**Clock wires, drivers and flops**

Bar = 50 um.
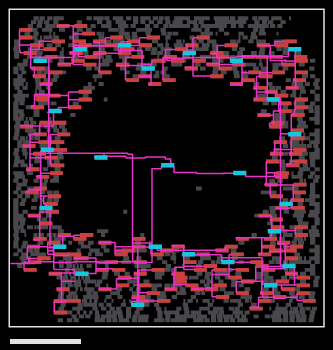
**Placed cells, one color a class**

Fill, decap, tap and diode cells in gray.
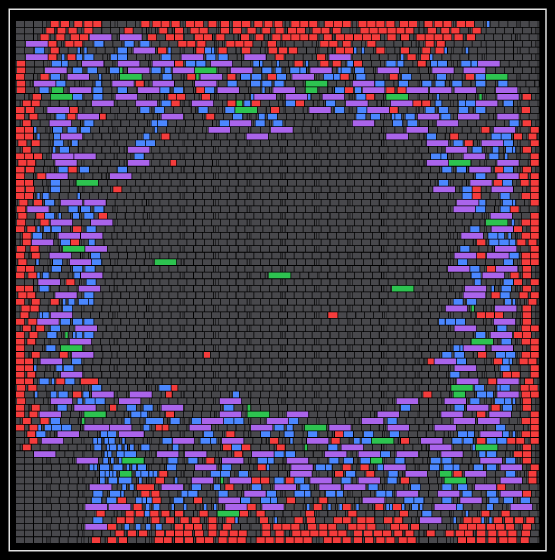
**Clock routing**

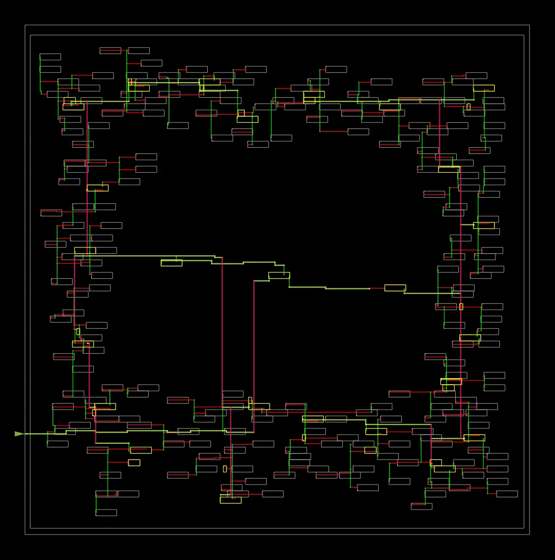
$ cat config.mk
export PLATFORM = sky130hd
export DESIGN_NAME = forwarder
export DESIGN_NICKNAME = d
export VERILOG_FILES = /design/src/rtl/forwarder.sv
export SDC_FILE = /design/constraint.sdc
export NUM_CORES = 1
export LEC_CHECK = 0
export CORE_AREA = 2 2 218 220
export DETAILED_ROUTE_END_ITERATION = 7
export DIE_AREA = 0 0 220 222
export MAX_ROUTING_LAYER = met4
export SETUP_SLACK_MARGIN = 0.05
export SLEW_MARGIN = 25
export SYNTH_ARGS = -nofsm -noshare
export SYNTH_HDL_FRONTEND = slang
export SYNTH_SLANG_ARGS = --single-unit
$ cat constraint.sdc
create_clock -name sys_clk -period 6.8 [get_ports sys_clk]
set_input_delay 1.36 -clock sys_clk [delete_from_list [all_inputs] [get_ports sys_clk]]
set_output_delay 1.36 -clock sys_clk [all_outputs]
set_load 0.02 [all_outputs]
$ cat src/rtl/forwarder.sv
// Per-port frame forwarder: pops a frame from the ingress FWFT FIFO, looks up the FIB and replicates the frame to the selected egress ports.
// Latency: 2 header pops, >=1 req cycle, then 2 replay cycles; 1 word/cycle while streaming.
// Backpressure: a full selected egress or an empty ingress stalls pop and write together; half-full egresses hold the frame before replay.
module forwarder #(
   parameter int unsigned Port = 0
) (
   input  logic        sys_clk,
   input  logic        sys_rst,
   input  logic [71:0] dout,
   input  logic        empty,
   output logic        rd_en,
   output logic [71:0] port0_din,
   output logic [71:0] port1_din,
   output logic [71:0] port2_din,
   output logic [71:0] port3_din,
   output logic [71:0] port4_din,
   input  logic        port0_full,
   input  logic        port1_full,
   input  logic        port2_full,
   input  logic        port3_full,
   input  logic        port4_full,
   input  logic        port0_half,
   input  logic        port1_half,
   input  logic        port2_half,
   input  logic        port3_half,
   input  logic        port4_half,
   output logic        port0_wr_en,
   output logic        port1_wr_en,
   output logic        port2_wr_en,
   output logic        port3_wr_en,
   output logic        port4_wr_en,
   output logic        req,
   output logic [47:0] src_mac,
   output logic [47:0] dest_mac,
   input  logic        ack,
   input  logic [4:0]  forward_port
);

   localparam logic [4:0] SELF_BIT = 5'b00001 << Port;

   typedef enum logic [3:0] {
      IDLE, HDR0, HDR1, LOOKUP, WAIT, SEND0, SEND1, STREAM, DROP
   } state_t;

   state_t      state, state_nxt;
   logic [71:0] word0, word1;
   logic [4:0]  mask;
   logic [4:0]  full_vec, half_vec, wr_vec;
   logic [71:0] din;
   logic        is_last, sel_full, sel_busy;

   assign full_vec = {port4_full, port3_full, port2_full, port1_full, port0_full};
   assign half_vec = {port4_half, port3_half, port2_half, port1_half, port0_half};
   assign is_last  = (dout[71:64] != 8'hFF);
   assign sel_full = |(mask & full_vec);
   assign sel_busy = |(mask & (full_vec | half_vec));

   always_comb begin
      state_nxt = state;
      rd_en     = 1'b0;
      wr_vec    = 5'b0;
      din       = 72'b0;
      req       = 1'b0;
      case (state)
         IDLE: if (!empty) state_nxt = HDR0;
         HDR0: if (!empty) begin
            rd_en     = 1'b1;
            state_nxt = is_last ? IDLE : HDR1;
         end
         HDR1: if (!empty) begin
            rd_en     = 1'b1;
            state_nxt = is_last ? IDLE : LOOKUP;
         end
         LOOKUP: begin
            req = 1'b1;
            if (ack) state_nxt = WAIT;
         end
         WAIT: begin
            if (mask == 5'b0)   state_nxt = DROP;
            else if (!sel_busy) state_nxt = SEND0;
         end
         SEND0: begin
            din = word0;
            if (!sel_full) begin
               wr_vec    = mask;
               state_nxt = SEND1;
            end
         end
         SEND1: begin
            din = word1;
            if (!sel_full) begin
               wr_vec    = mask;
               state_nxt = STREAM;
            end
         end
         STREAM: begin
            din = dout;
            if (!empty && !sel_full) begin
               rd_en  = 1'b1;
               wr_vec = mask;
               if (is_last) state_nxt = IDLE;
            end
         end
         DROP: if (!empty) begin
            rd_en = 1'b1;
            if (is_last) state_nxt = IDLE;
         end
         default: state_nxt = IDLE;
      endcase
   end

   // The header words are replayed after the lookup, so both are kept until SEND1.
   always_ff @(posedge sys_clk or posedge sys_rst) begin
      if (sys_rst) begin
         state    <= IDLE;
         word0    <= 72'b0;
         word1    <= 72'b0;
         mask     <= 5'b0;
         dest_mac <= 48'b0;
         src_mac  <= 48'b0;
      end else begin
         state <= state_nxt;
         if (state == HDR0 && rd_en) word0 <= dout;
         if (state == HDR1 && rd_en) begin
            word1    <= dout;
            dest_mac <= word0[63:16];
            src_mac  <= {word0[15:0], dout[63:32]};
         end
         if (state == LOOKUP && ack) mask <= forward_port & ~SELF_BIT;
      end
   end

   assign port0_din   = din;
   assign port1_din   = din;
   assign port2_din   = din;
   assign port3_din   = din;
   assign port4_din   = din;
   assign port0_wr_en = wr_vec[0];
   assign port1_wr_en = wr_vec[1];
   assign port2_wr_en = wr_vec[2];
   assign port3_wr_en = wr_vec[3];
   assign port4_wr_en = wr_vec[4];

endmodule

==> impl_metrics.yaml <==
# synthesis and place-and-route metrics
worst_setup_path:
  worst_setup_path_start_kind: "flip-flop"
  crit_family: "buffers and inverters"
  r2r_end: "src_mac[12]"
  crit_path_top_delay_cell: "dfrtp_4"
status:
  status: "finished clean"
finish:
  clk_share_pct: 4.42
  mi_logic_area_um2: 4410
  comb.multi_input.count: 486
  final_cell_area_um2: 17000
  post_layout_nonfiller_instances: 1914
  top_regs: "word0: 72 flops, dest_mac: 48 flops, src_mac: 48 flops"
  layout_top_cell: "clkdlybuf4s50_1"
floorplanning:
  die_h_um: 222
  rows: 79
final_timing:
  min_period_over_period_pct: 71.9
  tns_ns: 0
  setup_viol: 0
  worst_slack_ns: 1.91
grt:
  antenna_found_initial: 0
  grt_max_degree: 116
logic_synthesis:
  edf_count: 0
  syn_area_um2: 12500
  ys_seq_share_pct: 43.1
  ys_sh_aoi_pct: 5.55
power_and_ir_drop:
  ir_drop_uv: 139
  fin_total_pwr_mw: 4.54
  p_per_area_nw_per_um2: 267
clock_network:
  cts_setup_buffers: 0
drt:
  firstDrtPassIters: 4
worst_hold_path:
  hold_path.class: "flip-flop to flip-flop"
  min_from: "dest_mac[44]"
-- 'clock wires, drivers and flops' (at the start) --
[flip-flops] red | count: 216
[clock wires] magenta | length: 3330 um
[clock-net drivers] cyan | count: 25
routed clock nets: 26

-- 'placed cells, one color a class' (at the start) --
| class | color | cells |
|---|---|---|
| remaining buffers and delay cells | red | 561 |
| sequential cells | purple | 216 |
| remaining logic cells | blue | 489 |
| clock drivers and dummy loads | green | 41 |

-- 'clock routing' (at the start) --
Max Clock Skew: 0.0247 ns
TritonCTS Buffers: 25
Clk Latency, worst-skew pair: 0.54 ns

-- cell usage after synthesis, types with 2 or more instances --
cell type  number  share of area (%)
buf_4         327                 20
dfrtp_1       216                 43
mux2_2        174                 16
mux2_1        110                9.9
a22oi_1        75                4.5
nor2_1         75                2.2
buf_2          22               0.88
clkbuf_1       15               0.45
buf_6           8               0.72
o21ai_0         8               0.32
buf_1           7               0.21
nand2_1         7               0.21
and2_1          5               0.25
a21oi_1         4               0.16
nand4_1         4               0.20
inv_1           3              0.090
nand2b_1        2               0.10
o21ai_1         2              0.080
-- metal layers --
layer  GRT usage (%)  share of wire (%)  up-vias
met5               -                  0        -
met1            17.0                 43     4264
met3            2.51                5.1       32
met4            2.64                1.7        0
met2            23.0                 50      266
li1                -                  -     3842
